Signal wires on met1:
Cells faint in the background.
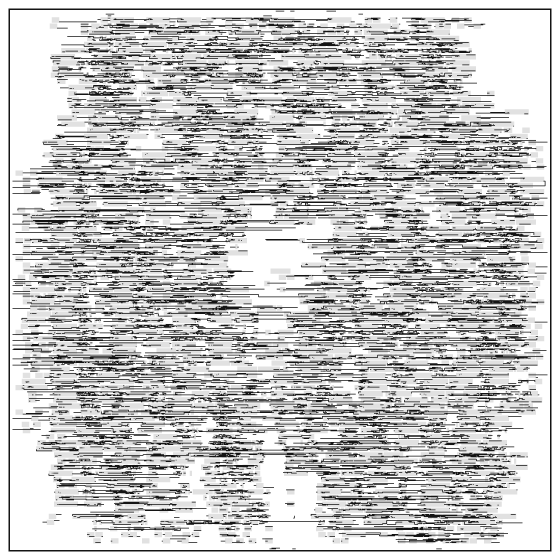
Met2 routing:
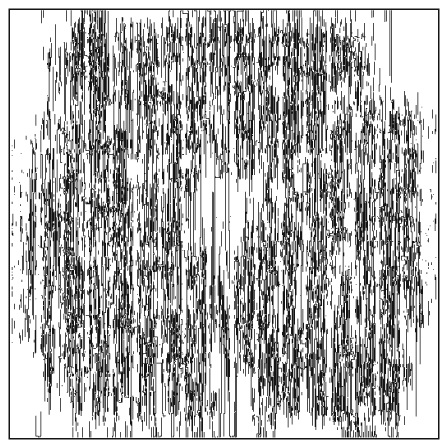
`src/rtl/inst_buffer.sv`:
```
// Two-wide circular instruction buffer between fetch and decode.
// Outputs come from registered state only, so a fresh entry is visible one cycle after it is written.
module inst_buffer #(
   parameter int DEPTH = 8,
   parameter int WIDTH = 2,
   localparam int PTR_W = $clog2(DEPTH),
   localparam int CNT_W = PTR_W + 1
) (
   input  logic                   clock,
   input  logic                   reset,
   input  logic                   flush,
   input  logic [1:0]             in_valid,
   input  logic [WIDTH-1:0][31:0] in_inst,
   input  logic [WIDTH-1:0][31:0] in_pc,
   output logic                   in_ready,
   output logic [1:0]             out_valid,
   output logic [WIDTH-1:0][31:0] out_inst,
   output logic [WIDTH-1:0][31:0] out_pc,
   input  logic [1:0]             deq_count,
   output logic [CNT_W-1:0]       count
);

   logic [31:0]      mem_inst [DEPTH];
   logic [31:0]      mem_pc   [DEPTH];
   logic [PTR_W-1:0] head;
   logic [PTR_W-1:0] tail;
   logic [PTR_W-1:0] head_plus1;
   logic [PTR_W-1:0] tail_plus1;
   logic [1:0]       enq;
   logic [1:0]       deq_cap;
   logic [1:0]       deq;

   // Power-of-two depth lets the pointers wrap by plain overflow.
   assign head_plus1 = head + PTR_W'(1);
   assign tail_plus1 = tail + PTR_W'(1);

   always_comb begin
      in_ready = (count <= CNT_W'(DEPTH - 2));
      enq      = 2'd0;
      if (in_ready && in_valid[0])
         enq = in_valid[1] ? 2'd2 : 2'd1;
      deq_cap = (deq_count > 2'd2) ? 2'd2 : deq_count;
      // Never retire more than is held; count is 0 or 1 whenever this clamps.
      deq     = (count < CNT_W'(deq_cap)) ? count[1:0] : deq_cap;
   end

   always_ff @(posedge clock) begin
      if (reset) begin
         head  <= '0;
         tail  <= '0;
         count <= '0;
      end else if (flush) begin
         head  <= '0;
         tail  <= '0;
         count <= '0;
      end else begin
         head  <= head + PTR_W'(deq);
         tail  <= tail + PTR_W'(enq);
         count <= count + CNT_W'(enq) - CNT_W'(deq);
      end
   end

   // Payload is not reset; it is only ever seen through valid slots.
   always_ff @(posedge clock) begin
      if (!reset && !flush && enq != 2'd0) begin
         mem_inst[tail] <= in_inst[0];
         mem_pc[tail]   <= in_pc[0];
         if (enq == 2'd2) begin
            mem_inst[tail_plus1] <= in_inst[1];
            mem_pc[tail_plus1]   <= in_pc[1];
         end
      end
   end

   always_comb begin
      out_valid[0] = (count != '0);
      out_valid[1] = (count >= CNT_W'(2));
      out_inst[0]  = out_valid[0] ? mem_inst[head]       : 32'd0;
      out_pc[0]    = out_valid[0] ? mem_pc[head]         : 32'd0;
      out_inst[1]  = out_valid[1] ? mem_inst[head_plus1] : 32'd0;
      out_pc[1]    = out_valid[1] ? mem_pc[head_plus1]   : 32'd0;
   end

endmodule

```
`config.mk`:
```
export PLATFORM = sky130hd
export DESIGN_NAME = inst_buffer
export DESIGN_NICKNAME = d
export VERILOG_FILES = /design/src/rtl/inst_buffer.sv
export SDC_FILE = /design/constraint.sdc
export NUM_CORES = 1
export LEC_CHECK = 0
export CAP_MARGIN = 20
export CORE_MARGIN = 2
export CORE_UTILIZATION = 55
export CTS_CLUSTER_SIZE = 20
export DETAILED_ROUTE_END_ITERATION = 10
export PLACE_DENSITY = 0.75
export SLEW_MARGIN = 10
export SYNTH_ARGS = -nofsm -noshare
export SYNTH_HDL_FRONTEND = slang
export SYNTH_SLANG_ARGS = --single-unit
export TNS_END_PERCENT = 10
```
`constraint.sdc`:
```
create_clock -name clock -period 6.9 [get_ports clock]
set_clock_uncertainty 0.1 [all_clocks]
set_input_delay 1.035 -clock clock [delete_from_list [all_inputs] [get_ports clock]]
set_output_delay 1.035 -clock clock [all_outputs]
set_load 0.03 [all_outputs]
```
==> impl_metrics.py <==
# Synthesis and PnR figures
metrics = {
    "run_status": {
        "status": "finished clean",
    },
    "timing": {
        "finalSetupViolations": 0,
        "tightestPinTransition_ns": 1.17,
        "post-route-period-util": 0.796,
        "slew_headroom": 0.218,
        "max_freq_ghz": 0.182,
        "hold_viol_final": 0,
        "timing.hold.ws_ns": 0.599,
    },
    "worst_setup_path": {
        "critPathMaxStageDelay_ns": 0.86,
        "crit_family": "simple AND/OR/NAND/NOR gates",
        "worstSetupEndpoint": "out_pc[37]",
        "critical_path_buf_inv_count": 2,
        "cp_max_fo": 47,
        "critPathLaunchType": "flip-flop",
        "crit_type": "flip-flop to primary output",
    },
    "clock_network": {
        "postCtsHoldBufs": 0,
        "numClockSinks": 522,
        "clk_path_buf_depth": 3,
        "insertion_delay_ns": 0.62,
        "cts_tree": "built",
        "numCtsBuffers": 56,
    },
    "logic_synthesis": {
        "yosysWarnings": 0,
        "syn-instance-count": 2494,
        "yosys.area.top_type": "edfxtp_1",
        "yosysChipArea_sq_mm": 0.0306,
        "syn_area_sq_mm": 0.0306,
    },
    "grt": {
        "overflow": 0,
        "antenna_found_initial": 12,
        "grt_pass1_vias": 22600,
        "grt_pass1_wl_microns": 138000,
    },
    "placed_design": {
        "dpl.cell_count": 3364,
        "dpl-instance-area_sq_mm": 0.0339,
        "hpwl_microns": 52100,
        "place.gp.congestion": 0.841,
    },
    "finish": {
        "fill_cells": 4068,
        "fin_area_sq_mm": 0.0356,
        "layout_top_cell": "nand2_1",
        "comb_area_sq_mm": 0.0141,
        "area_growth_pct": 16.4,
        "seqCellArea_sq_mm": 0.0156,
        "final_core_util": 0.647,
        "top_regs": "mem_inst (256), mem_pc (256), count (4)",
        "clock_buffers": 70,
    },
    "worst_hold_path": {
        "min_from": "tail[1]$_SDFF_PP0_",
        "worstHoldPathType": "flip-flop to flip-flop",
    },
    "floorplanning": {
        "fp-utilization": 0.556,
        "fp-row-count": 86,
        "core_region_area_sq_mm": 0.0550,
    },
    "pwr": {
        "netSwitchingFraction": 0.374,
        "p_per_area_mw_per_mm2": 305,
        "clock_power_share": 0.266,
        "ir_worst_vdd_mv": 0.359,
    },
    "route": {
        "vias_per_cell": 6.53,
        "drtIter0Drc": 2755,
    },
}
Back to the opening pictures, 'signal wires on met1':
share of all routed wire: 37%
wire length on this layer: 35.0 mm
Routed WL: 93700 microns
M1 GR Usage: 0.419

Back to the opening pictures, 'met2 routing':
nets with wire on the layer: 2468
share of all routed wire: 49%
longest straight run: 84.7 microns
wire length on this layer: 45.8 mm
met2 usage: 0.539
via count: 22700

## layer usage
layer,share of wire,GRT usage,up-vias
met5,0.0012,0,-
met4,0.032,0.114,18
met3,0.10,0.0680,259
met2,0.49,0.539,1369
met1,0.37,0.419,11300
li1,-,-,9702
## per-stage QoR
| stage | total power [uW] | setup slack (ns) |
|---|---|---|
| 6_report | 10800 | 1.41 |
| 5_1_grt | 11100 | 1.36 |
| 4_1_cts | 10800 | 1.44 |
| 3_5_place_dp | 7970 | 2.12 |
| 3_3_place_gp | 7920 | 2.18 |
| 2_1_floorplan | 6150 | 1.22 |
## logic make-up after synthesis
kind of cell,Yosys count,synth area share
xor+xnor,8,0.00278
flops,522,0.510
simple gates,763,0.107
fa+ha+maj,15,0.00712
compound gates,335,0.0556
mux,645,0.285
buf+inv,206,0.0326
Power and IR drop assume default switching activity.
